Fig. 1: run 1, floorplan with the power grid
(8 px per µm) Pins as bars on the die edge.
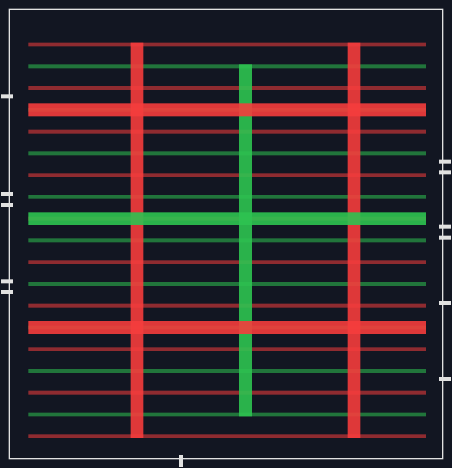
Fig. 2: run 1, clock wires, drivers and flops
(10 px per µm)
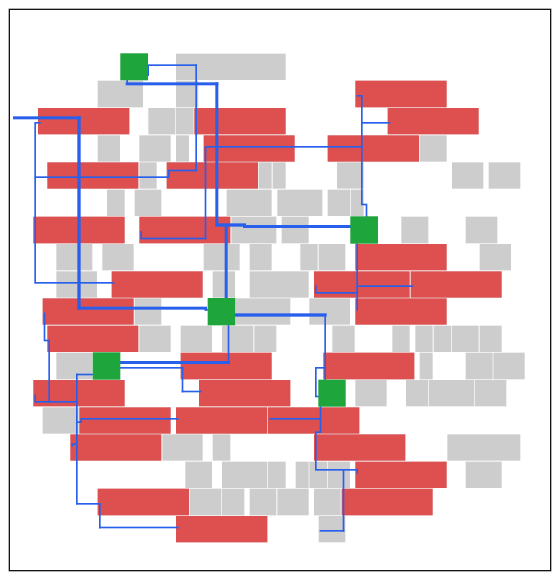
Fig. 3: run 1, local utilization
(4 px per µm) The die is cut into 11 by 11 equal tiles; white is low, dark blue is high, 0 to 100% covered.
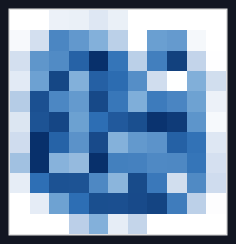
Fig. 4: run 1, signal wires by layer
(10 px per µm) Two of the layers only.
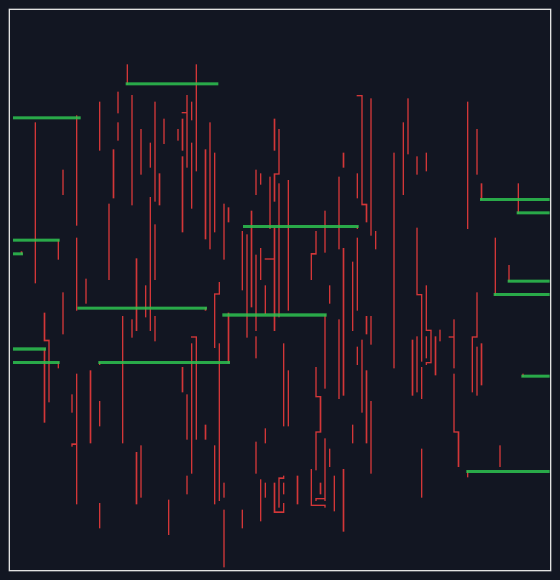
File: config.mk
export PLATFORM = sky130hd
export DESIGN_NAME = jk_cmd_debounce
export DESIGN_NICKNAME = d
export VERILOG_FILES = /design/src/rtl/jk_cmd_debounce.sv
export SDC_FILE = /design/constraint.sdc
export NUM_CORES = 1
export LEC_CHECK = 0
export ABC_AREA = 0
export CORE_AREA = 2 2 52 54
export DETAILED_ROUTE_END_ITERATION = 16
export DIE_AREA = 0 0 54 56
export PLACE_DENSITY = 0.77
export SLEW_MARGIN = 0
export SYNTH_ARGS = -nofsm -noshare
export SYNTH_HDL_FRONTEND = slang
export SYNTH_SLANG_ARGS = --single-unit
export TNS_END_PERCENT = 5
File: constraint.sdc
create_clock -name clk -period 1.55 [get_ports clk]
set_input_delay 0.465 -clock clk [delete_from_list [all_inputs] [get_ports clk]]
set_output_delay 0.465 -clock clk [all_outputs]
set_load 0.005 [all_outputs]
File: src/rtl/jk_cmd_debounce.sv
// Push-button front end for a JK flop: synchronize, debounce and edge-detect set/clear/toggle,
// then issue one single-cycle {j,k} command per press through a lockout FSM.
module jk_cmd_debounce #(
    parameter int DB_CYCLES = 4,
    parameter int CNT_W     = 4
) (
    input  logic clk,
    input  logic rst,
    input  logic set_in,
    input  logic clr_in,
    input  logic tgl_in,
    output logic j,
    output logic k,
    output logic cmd_valid,
    output logic set_db,
    output logic clr_db,
    output logic tgl_db,
    output logic overrun
);

    // Channel index: 0 = set, 1 = clear, 2 = toggle.
    localparam logic [CNT_W-1:0] CNT_MAX = CNT_W'(DB_CYCLES - 1);

    typedef enum logic [1:0] {
        IDLE    = 2'd0,
        ISSUE   = 2'd1,
        LOCKOUT = 2'd2
    } state_t;

    logic [2:0]            s1_q, s1_d;
    logic [2:0]            s2_q, s2_d;
    logic [2:0]            db_q, db_d;
    logic [2:0]            dly_q, dly_d;
    logic [2:0][CNT_W-1:0] cnt_q, cnt_d;
    logic [2:0]            ev;

    state_t state_q, state_d;
    logic   j_q, j_d;
    logic   k_q, k_d;
    logic   cv_q, cv_d;
    logic   ovr_q, ovr_d;

    always_comb begin
        s1_d  = {tgl_in, clr_in, set_in};
        s2_d  = s1_q;
        dly_d = db_q;
        db_d  = db_q;
        cnt_d = '0;
        for (int i = 0; i < 3; i++) begin
            // Counter only runs while the synchronized level disagrees; it saturates by flipping db.
            if (s2_q[i] != db_q[i]) begin
                if (cnt_q[i] == CNT_MAX) begin
                    db_d[i] = ~db_q[i];
                end else begin
                    cnt_d[i] = cnt_q[i] + 1'b1;
                end
            end
        end
    end

    assign ev = db_q & ~dly_q;

    always_comb begin
        state_d = state_q;
        j_d     = 1'b0;
        k_d     = 1'b0;
        cv_d    = 1'b0;
        ovr_d   = ovr_q;
        unique case (state_q)
            IDLE: begin
                if (|ev) begin
                    state_d = ISSUE;
                    j_d     = ev[0] | ev[2];
                    k_d     = ev[1] | ev[2];
                    cv_d    = 1'b1;
                end
            end
            ISSUE: begin
                state_d = LOCKOUT;
                if (|ev) ovr_d = 1'b1;
            end
            LOCKOUT: begin
                if (|ev) ovr_d = 1'b1;
                if (db_q == 3'b000) state_d = IDLE;
            end
            default: state_d = IDLE;
        endcase
    end

    always_ff @(posedge clk or negedge rst) begin
        if (!rst) begin
            s1_q    <= '0;
            s2_q    <= '0;
            db_q    <= '0;
            dly_q   <= '0;
            cnt_q   <= '0;
            state_q <= IDLE;
            j_q     <= 1'b0;
            k_q     <= 1'b0;
            cv_q    <= 1'b0;
            ovr_q   <= 1'b0;
        end else begin
            s1_q    <= s1_d;
            s2_q    <= s2_d;
            db_q    <= db_d;
            dly_q   <= dly_d;
            cnt_q   <= cnt_d;
            state_q <= state_d;
            j_q     <= j_d;
            k_q     <= k_d;
            cv_q    <= cv_d;
            ovr_q   <= ovr_d;
        end
    end

    assign j         = j_q;
    assign k         = k_q;
    assign cmd_valid = cv_q;
    assign set_db    = db_q[0];
    assign clr_db    = db_q[1];
    assign tgl_db    = db_q[2];
    assign overrun   = ovr_q;

endmodule
==> flow_metrics.tcl, run 1 <==
# yosys + openroad results
set metrics [dict create \
    area_growth_pct 23.4 \
    synth-seq-cells 30 \
    drc_errors 0 \
    leakagePower_nw 0.651 \
    timing.fmax_mhz 681 \
    end_kind "flip-flop" \
    row_count 18 \
    whs_path_depth 0 \
    place_area_um2 1330 \
    setup_viol 0 \
    antenna_left 0 \
    fin_crit_ps 1470 \
    yosysCellCount 84 \
    max-slew-margin-rel_pct 76.0 \
    finClkSkew_ps 11.8 \
    top_area_cell "dfrtp_1" \
    fp.dieW_um 54 \
    pin_count 12 \
    drv_cap 0 \
    whs_ps 360 \
    grt.total_usage_pct 14.3 \
    tns_ps 0 \
    min_from "s1_q[0]" \
    synth_cells 84 \
    syn_area_per_cell_um2 13.9 \
    required_ps 1760 \
    cts_root_buf "clkbuf_4" \
    hold_viol 0 \
    p_per_area_nw_per_um2 1730 \
    nets 118 \
    fp_nets 95 \
    grt-ovfl-total 0 \
    design.core.area_um2 2430 \
    io_buffers 11 \
    status "finished clean" \
    warnings 28 \
    clock_sinks 30 \
    design_area_um2 1440 \
    worstMarginPinSlew_ps 358 \
    finalClockPeriodUsage_pct 94.7 \
    grt_max_degree 31 \
    crit_start "db_q[0]" \
    wl_per_cell_um 12.3 \
    layout-drive-gt1-share_pct 17.6 \
    instances_no_fill 138 \
    synth.cell_area_um2 1160 \
    start_kind "flip-flop" \
    cts.clk_slew.worst_paths_ps 90 \
    insertedDiodeCount 0 \
    finalPower_w 0.00249 \
    yosysSeqAreaShare_pct 64.5 \
    rsz0062_at_grt "no" \
    top_cells_by_area "dfrtp_1 65%, ha_1 6.5%, nand2b_1 3.2%, mux2_2 2.9%, xnor2_1 2.3%" \
    viasPerCell 5.06 \
    place_inst 126 \
    cts_tree "built" \
    reg2reg_depth 4 \
    antenna_found_initial 0 \
    grt_pass1_vias 724 \
    min_path_type "reg2reg" \
    clock_path_buffers 2 \
    ys_types 22 \
    ctsHoldBuffers 0 \
    crit_path_max_fanout 5 \
]
## Picture notes: Fig. 1
colour	net
green	VDD
red	VSS
rows	18
signal pins	12
met1 rails	19

## Picture notes: Fig. 2
[green] clock-net drivers | count: 5
[red] flip-flops | count: 30
[blue] clock wires | length: 344 µm
routed clock nets	6

## Picture notes: Fig. 3
tiles over 75% full	24%
densest ninth of the die	centre
emptiest ninth of the die	north-east
fullest tile	100%
nearly empty tiles	17%

## Picture notes: Fig. 4
colour	layer	wire length
green	M3	104 µm
red	M2	796 µm

## run 1: area by class of cell
| cell class | count | area [µm²] |
|---|---|---|
| Tap cell | 30 | 37.5 |
| Sequential cell | 30 | 752 |
| Multi-Input combinational cell | 52 | 409 |
| Inverter | 2 | 7.51 |
| Fill cell | 207 | 996 |
| Clock buffer | 6 | 41.3 |
| Timing Repair Buffer | 16 | 151 |
| Clock inverter | 2 | 37.5 |
## run 1: cell usage in the layout (no fill, tap or decap), types with 4 or more instances in the layout
cell type        instances
dfrtp_1                 29
dlygate4sd2_1            7
nand2b_1                 6
ha_1                     6
clkbuf_4                 5
nand3_1                  4
clkdlybuf4s50_1          4
buf_4                    4
## run 1: worst max-delay path, cell delays in order (launching register included)
cell and delay, ps:
dfrtp_1 380, buf_4 150, o31a_1 330, a41oi_2 180
mux2_4 320
## run 1: stage by stage
stage / utilization [%] / setup slack (ps)
after floorplan: - / 193
after global placement: 54.7 / 137
after detailed placement: 54.7 / 103
after CTS: 58.9 / 35.4
after global routing: 59.1 / 11.4
final: 59.1 / 82.1
## run 1: worst max path at each step
| stage | cells past startpoint | end | slack [ps] |
|---|---|---|---|
| 6_report | 4 | state_q[1] | 80 |
| 5_1_grt | 1 | tgl_db | 10 |
| 4_1_cts | 4 | state_q[1] | 40 |
| 3_5_place_dp | 1 | tgl_db | 100 |
| 3_3_place_gp | 1 | tgl_db | 140 |
| 2_1_floorplan | 3 | state_q[1] | 190 |
## run 1: per-layer routing
metal	GRT usage, %	wire (µm)	vias up
li1	-	-	338
met1	17.1	756	338
met2	20.2	796	17
met3	7.26	103	5
met4	8.57	45	0
met5	0	0	-
## run 1: cells by family after synthesis
group                    share of synthesized area [%]
AND-OR/OR-AND                                     6.77
XOR/XNOR                                          4.52
adder cells (fa/ha/maj)                           6.45
buffers and inverters                            0.645
flip-flops                                        64.5
multiplexers                                      3.87
AND/OR/NAND/NOR                                   13.2
## run 1: what timing repair did
action,CTS,global route
pin swaps,0,1
resized,8,1
endpoints found under the setup margin,7,1
setup buffers,4,0
endpoints found under the hold margin,0,0
## run 1: power breakdown
part,internal (W),switching (W)
clock network,0.000340,0.000260
registers,0.000989,0.0000962
logic,0.000430,0.000375
total,0.00176,0.000731
## run 1: sequential cells by signal (all words and copies together) (netlist names)
signal     count
state_q        2
s2_q           3
s1_q           3
cnt_q         12
k              1
dly_q          3
j              1
db_q           3
cmd_valid      1
overrun        1
==> inputs of run 2 (changes only) <==
--- a/config.mk
+++ b/config.mk
@@ -6,10 +6,10 @@
 export NUM_CORES = 1
 export LEC_CHECK = 0
 export ABC_AREA = 0
-export CORE_AREA = 2 2 52 54
+export CORE_AREA = 2 2 66 68
 export DETAILED_ROUTE_END_ITERATION = 16
-export DIE_AREA = 0 0 54 56
-export PLACE_DENSITY = 0.77
+export DIE_AREA = 0 0 68 70
+export PLACE_DENSITY = 0.54
 export SLEW_MARGIN = 0
 export SYNTH_ARGS = -nofsm -noshare
 export SYNTH_HDL_FRONTEND = slang
Fig. 5: run 2, clock wires, drivers and flops
(8 px per µm)
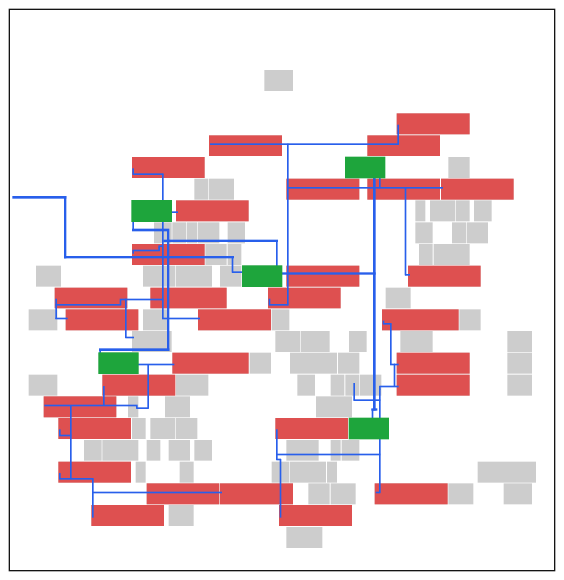
[green] clock-net drivers | count: 5
[red] flip-flops | count: 30
[blue] clock wires | length: 397 µm
routed clock nets	6

Fig. 6: run 2, floorplan with the power grid
(6 px per µm) Pins as bars on the die edge.
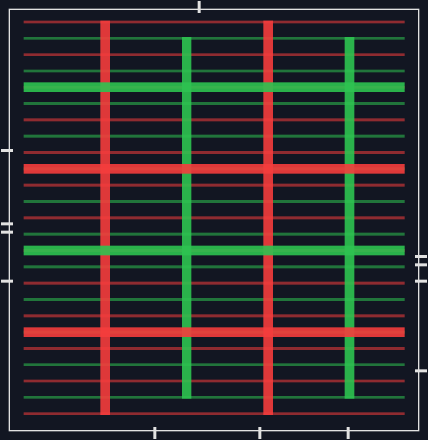
colour	net
green	VDD
red	VSS
met1 rails	25
signal pins	12

Fig. 7: run 2, routing congestion map
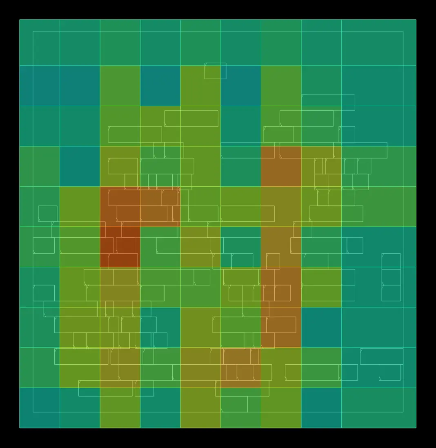
GRT busiest layer: met2
drt wl/cell: 11.1 µm
met3 usage: 4.35%
met2 GRT Util: 14.3%
met1 usage: 9.66%

==> run 2 against run 1 <==
Cell area is 2.2% higher. First-iteration DRC count went up to 3.3 times the previous value. Die size is 57% higher. Highest routed layer unchanged. Critical path depth stayed put.
==> flow_metrics.tcl, run 2 <==
# yosys + openroad results
set metrics [dict create \
    p_per_area_nw_per_um2 1710 \
    max-slew-margin-rel_pct 75.7 \
    synth-seq-cells 30 \
    area_growth_pct 26.1 \
    worstMarginPinSlew_ps 362 \
    synthFlopType "dfrtp_1" \
    fp_nets 95 \
    clock_path_buffers 2 \
    ys_chip_area_um2 1160 \
    setup_viol 0 \
    ir_worst_vdd_uv 648 \
    reg2reg_slack_ps 60 \
    globalplace.congestion 0.702 \
    syn_area_per_cell_um2 13.9 \
    cts_tree "built" \
    critPathKind "reg2reg" \
    place.detailed.hpwl_um 1220 \
    num-fill-cells 406 \
    nets 117 \
    regMostFlops "cnt_q" \
    layout-drive-gt1-share_pct 17.8 \
    reg2reg_from "db_q[1]" \
    whs_path_depth 0 \
    dr.pass1.iters 3 \
    cts_root_buf "clkbuf_8" \
    cts.clk_slew.worst_paths_ps 60 \
    drt_iter0_markers 23 \
    yosysMostFrequentCell "dfrtp_1" \
    end_kind "flip-flop" \
    grt-ovfl-total 0 \
    synth.cell_area_um2 1160 \
    pin_count 12 \
    status "finished clean" \
    drv_slew 0 \
    die_area_um2 4760 \
    antenna_found_initial 0 \
    warnings 28 \
    fp_util_pct 28.1 \
    required_ps 1710 \
    cts_buffers 5 \
    min_to "s2_q[0]" \
    timing.fmax_mhz 671 \
    clock_sinks 30 \
    synth_cells 84 \
    post-route-util_pct 35.4 \
    drv_cap 0 \
    drc_errors 0 \
    top_area_cell "dfrtp_1" \
    die.size.y_um 70 \
    rsz0062_at_grt "no" \
    hold_viol 0 \
    layout_top_cell "dfrtp_1" \
    grt_max_degree 31 \
    grt_pass1_wl_um 3120 \
    ys_types 22 \
    top_cells_by_area "dfrtp_1 65%, ha_1 6.5%, nand2b_1 3.2%, mux2_2 2.9%, xnor2_1 2.3%" \
    leakagePower_nw 0.651 \
    antenna_left 0 \
    largest_reg_flops 12 \
    min_path_type "reg2reg" \
    insertion_delay_ps 280 \
    r2r-end "state_q[1]" \
    fp.dieW_um 68 \
    viasPerCell 4.31 \
    vias 685 \
    fin_crit_ps 1490 \
    insertedDiodeCount 0 \
    worst_ep_arrival_time_ps 1650 \
    grt_pass1_vias 730 \
    finalClockPeriodUsage_pct 96.1 \
    yosysCellCount 84 \
    grt.total_usage_pct 9.21 \
    min_from "s1_q[0]" \
    row_count 24 \
    yosys-top-cells-count "30 x dfrtp_1, 6 x ha_1, 6 x nand2b_1" \
    yosysSeqAreaShare_pct 64.5 \
    design.core.area_um2 4140 \
    finClkSkew_ps 3.12 \
    most-common-layout-cells "27 x dfrtp_1, 7 x dlygate4sd2_1, 6 x nand2b_1, 6 x ha_1, 6 x clkbuf_8" \
    htreeDepth 2 \
    crit_path_max_fanout 5 \
    io_buffers 11 \
    tns_ps 0 \
    start_kind "flip-flop" \
    reg2reg_depth 4 \
]
## run 2: cell count changes in the layout (fill, tap and decap cells not counted)
| cell | delta |
|---|---|
| buf_4 | -1 |
| bufinv_16 | -1 |
| clkbuf_4 | -5 |
| clkbuf_8 | +6 |
| clkinv_2 | +1 |
| clkinvlp_4 | -1 |
| dfrtp_1 | -2 |
| dfrtp_2 | +2 |
| mux2_1 | +1 |
| mux2_4 | -1 |
## run 2: metal layers
| metal | wire length (µm) | GRT usage [%] | up-vias |
|---|---|---|---|
| li1 | - | - | 333 |
| met1 | 740 | 9.66 | 331 |
| met2 | 880 | 14.3 | 14 |
| met3 | 91 | 4.35 | 7 |
| met4 | 51 | 6.00 | 0 |
| met5 | 0 | 0 | - |
## run 2: cell type report
class / count / area (µm²) / share of cell area (%)
sequential: 30 / 754 / 51.4
clock buffer: 7 / 86.3 / 5.88
multi-input combinational: 52 / 405 / 27.6
clock inverter: 1 / 5.00 / 0.341
tap: 52 / 65.1 / 4.43
inverter: 2 / 7.51 / 0.512
timing repair buffer: 15 / 144 / 9.80
## run 2: kinds of logic (layout without fill, tap and decap cells)
kind of cell	after synthesis	count (layout)	share of synthesized area [%]
buffers and inverters	2	25	0.645
XOR/XNOR	6	6	4.52
multiplexers	4	4	3.87
AND/OR/NAND/NOR	26	26	13.2
adder cells (fa/ha/maj)	6	6	6.45
flip-flops	30	30	64.5
AND-OR/OR-AND	10	10	6.77
## run 2: stage by stage
stage          setup slack, ps  hold WS (ps)  instance area (µm²)  cells  total power [W]
2_1_floorplan              193           169                 1160     84          0.00159
3_3_place_gp               114           331                 1360    148          0.00185
3_5_place_dp              97.7           336                 1360    148          0.00188
4_1_cts                   28.9           350                 1470    159          0.00255
5_1_grt                   11.5           367                 1470    159          0.00271
6_report                  60.6           349                 1470    159          0.00250
## run 2: how the worst max path moves through the flow
stage	depth (start not counted)	start	end	slack, ps
after floorplan	3	db_q[0]	state_q[1]	190
after global placement	1	db_q[0]	set_db	110
after detailed placement	1	db_q[0]	set_db	100
after CTS	4	db_q[0]	state_q[1]	30
after global routing	4	db_q[2]	state_q[1]	10
final	4	db_q[1]	state_q[1]	60
## run 2: repair_timing
action                                  CTS  global route
gates resized                            10             0
endpoints found under the setup margin    7             1
hold buffers                              0             0
pin swaps                                 0             1
buffers inserted                          3             0
## run 2: report_power, final
group / total [W] / internal [W] / switching, W / leakage (nW)
combinational: 0.000781 / 0.000411 / 0.000370 / 0.230
clock: 0.000631 / 0.000357 / 0.000274 / 0.0482
sequential: 0.00109 / 0.000996 / 0.0000956 / 0.372
## run 2: worst max-delay path, stage by stage, from the launching register on
cell	delay, ps
dfrtp_2	390
buf_4	150
o31a_1	330
a41oi_2	170
mux2_1	330
Fig. 8: run 2, local utilization
(4 px per µm) The die is cut into 7 by 7 equal tiles; white is low, dark blue is high, 0 to 100% covered.
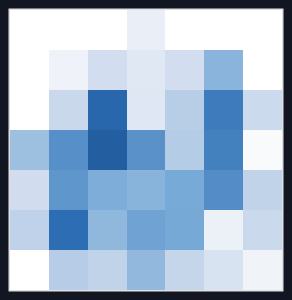

==> inputs of run 3 (changes only) <==
--- a/config.mk
+++ b/config.mk
@@ -14,4 +14,4 @@
 export SYNTH_ARGS = -nofsm -noshare
 export SYNTH_HDL_FRONTEND = slang
 export SYNTH_SLANG_ARGS = --single-unit
-export TNS_END_PERCENT = 5
+export TNS_END_PERCENT = 30
==> constraint.sdc (replaced) <==
create_clock -name clk -period 1.55 [get_ports clk]
set_input_delay 0.465 -clock clk [delete_from_list [all_inputs] [get_ports clk]]
set_output_delay 0.465 -clock clk [all_outputs]
set_load 0.1 [all_outputs]
Fig. 9: run 3, local utilization
(4 px per µm) The die is cut into 7 by 7 equal tiles; white is low, dark blue is high, 0 to 100% covered.
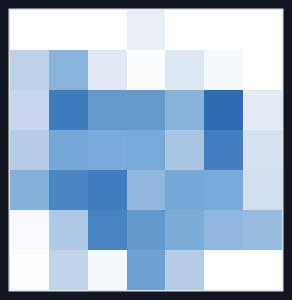
tiles over 75% full	2.0%
nearly empty tiles	22%
fullest tile	76%

Fig. 10: run 3, floorplan with the power grid
(6 px per µm) Pins as bars on the die edge.
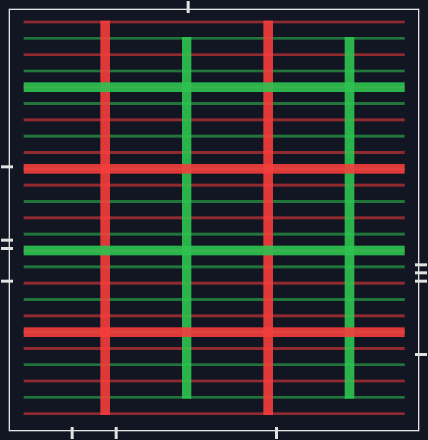
colour	net
green	VDD
red	VSS
met4 straps	4
rows	24
met5 straps	4
met1 rails	25

Fig. 11: run 3, signal wires by layer
(8 px per µm) Two of the layers only.
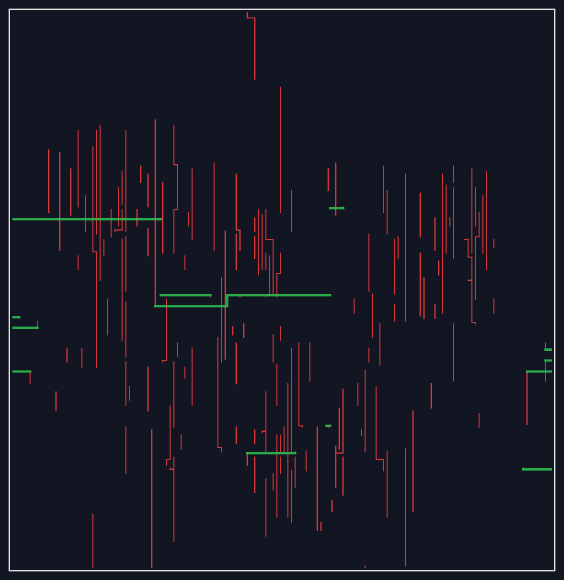
colour	layer	wire length
green	M3	69.2 µm
red	M2	914 µm

==> run 3 against run 2 <==
Sequential power increased by 7%. Power grew 29%. Global-route usage grew 0.61 points. Utilization up 1.8 points. Worst setup slack worse by 20 ps. Synthesized area is the same. Critical endpoint is now tgl_db. Highest routed layer unchanged.
==> flow_metrics.tcl, run 3 <==
# yosys + openroad results
set metrics [dict create \
    ys_warn_count 0 \
    fp_nets 95 \
    drv_cap 0 \
    pwr-share-comb_pct 44.2 \
    min_from "s1_q[0]" \
    setup_slack_ps 40.8 \
    io_buffers 11 \
    setup_viol 0 \
    dp_slack_ps 132 \
    layout-drive-gt1-share_pct 22.9 \
    fin_crit_ps 1510 \
    synth-edff-count 0 \
    reg2reg_from "db_q[0]" \
    die.size.y_um 70 \
    rsz0062_at_grt "yes" \
    end_kind "primary output" \
    finClkSkew_ps 2.25 \
    clock_path_buffers 2 \
    start_kind "flip-flop" \
    whs_ps 348 \
    p_per_area_nw_per_um2 2090 \
    synth.cell_area_um2 1160 \
    htreeDepth 2 \
    syn_area_per_cell_um2 13.9 \
    timing.fmax_mhz 663 \
    drc_errors 0 \
    finalPower_w 0.00322 \
    postCtsSetupBuffers 0 \
    p_switching_w 0.00127 \
    grt_pass1_vias 754 \
    grt-ovfl-total 0 \
    die_area_um2 4760 \
    max-slew-margin-rel_pct 77.0 \
    area_growth_pct 32.4 \
    dr.pass1.iters 4 \
    drv_slew 0 \
    cts_buffers 5 \
    ir_worst_vdd_uv 1210 \
    finalWirelength_um 1820 \
    grt.total_usage_pct 9.82 \
    yosysMostFrequentCell "dfrtp_1" \
    design.core.area_um2 4140 \
    p_seq_share_pct 36.5 \
    insertedDiodeCount 0 \
    intPower_w 0.00195 \
    viasPerCell 4.46 \
    antenna_found_initial 0 \
    worstMarginPinSlew_ps 343 \
    switching_share_pct 39.4 \
    fp.dieW_um 68 \
    crit_start "db_q[2]" \
    synth_cells 84 \
    synthFlopType "dfrtp_1" \
    fp_util_pct 28.1 \
    cts_resized 1 \
    critPathKind "reg2out" \
    num-fill-cells 404 \
    top_cells_by_area "dfrtp_1 65%, ha_1 6.5%, nand2b_1 3.2%, mux2_2 2.9%, xnor2_1 2.3%" \
    synth-seq-cells 30 \
    clock_sinks 30 \
    globalplace.congestion 0.725 \
    ys_chip_area_um2 1160 \
    yosysCellCount 84 \
    worst_ep_arrival_time_ps 1040 \
    place.detailed.hpwl_um 1300 \
    grt_max_degree 31 \
    cts_tree "built" \
    ys_types 22 \
    async_reset_ff_share_pct 100 \
    top_area_cell "dfrtp_1" \
    hold_viol 0 \
    pwr-share-clk_pct 19.3 \
    wl_per_cell_um 11.6 \
    layout_top_cell "dfrtp_1" \
    grt_pass1_wl_um 3350 \
    warnings 30 \
    regMostFlops "cnt_q" \
    most-common-layout-cells "27 x dfrtp_1, 8 x buf_12, 6 x nand2b_1, 6 x ha_1, 6 x clkbuf_8" \
    nets 115 \
    min_path_type "reg2reg" \
    pin_count 12 \
    row_count 24 \
    required_ps 1080 \
    vias 701 \
    crit_path_max_fanout 5 \
    cts_root_buf "clkbuf_8" \
    tns_ps 0 \
    antenna_left 0 \
    insertion_delay_ps 270 \
    status "finished clean" \
    yosys-top-cells-count "30 x dfrtp_1, 6 x ha_1, 6 x nand2b_1" \
    cts.clk_slew.worst_paths_ps 60 \
    yosysTopAreaCellShare_pct 64.5 \
    drt_iter0_markers 18 \
    ctsHoldBuffers 0 \
    leakagePower_nw 0.667 \
    finalClockPeriodUsage_pct 97.4 \
    largest_reg_flops 12 \
    yosysSeqAreaShare_pct 64.5 \
]
[run 3: cell counts after synthesis]
No cell type changed its count.
[run 3: kinds of logic (layout without fill, tap and decap cells)]
group	count (synthesis)	after routing	synth area share, %
compound gates	10	10	6.77
xor+xnor	6	6	4.52
fa+ha+maj	6	6	6.45
buf+inv	2	23	0.645
flops	30	30	64.5
mux	4	4	3.87
simple gates	26	26	13.2
[run 3: worst max-delay path, stage by stage (launching register included)]
cell and delay, ps:
dfrtp_4 470, buf_6 140, buf_12 160
[run 3: power by group through the flow]
| stage | combinational [W] | clock [W] | sequential (W) |
|---|---|---|---|
| 5_1_grt | 0.00153 | 0.000701 | 0.00120 |
| 4_1_cts | 0.00144 | 0.000654 | 0.00118 |
| 6_report | 0.00142 | 0.000622 | 0.00117 |
| 3_3_place_gp | 0.00145 | 0 | 0.00115 |
| 3_5_place_dp | 0.00147 | 0 | 0.00116 |
| 2_1_floorplan | 0.000459 | 0 | 0.00164 |
[run 3: layout make-up]
class	instances	area [µm²]	share of cell area, %
clock inverter	1	5.00	0.325
inverter	2	7.51	0.487
tap	52	65.1	4.22
clock buffer	7	86.3	5.61
sequential	30	759	49.3
timing repair buffer	13	211	13.7
multi-input combinational	52	405	26.3
[run 3: path summary, 6_finish.rpt]
| check | to | slack, ps | depth (start not counted) |
|---|---|---|---|
| max | tgl_db | 40 | 2 |
| min | s2_q[0] | 350 | 0 |
| max reg2reg | state_q[1] | 70 | 3 |
| min reg2reg | s2_q[0] | 350 | 0 |
| max in group asynchronous | db_q[1] | 830 | 2 |
| min in group asynchronous | dly_q[0] | 540 | 2 |
[run 3: metal layers]
layer,vias to the layer above,GRT usage (%),part of all wire (%)
li1,330,-,-
met1,351,10.6,44
met2,15,15.1,50
met3,5,5.31,3.8
met4,0,5.33,2.0
met5,-,0,0
[run 3: per-stage QoR]
stage                     utilization [%]  cell area [µm²]  instances
after global placement               35.1             1450        150
after detailed placement             35.1             1450        150
after CTS                            37.2             1540        157
final                                37.2             1540        157
after global routing                 37.2             1540        157
after floorplan                         -             1170         84
Power is estimated from default activity; no workload was simulated.
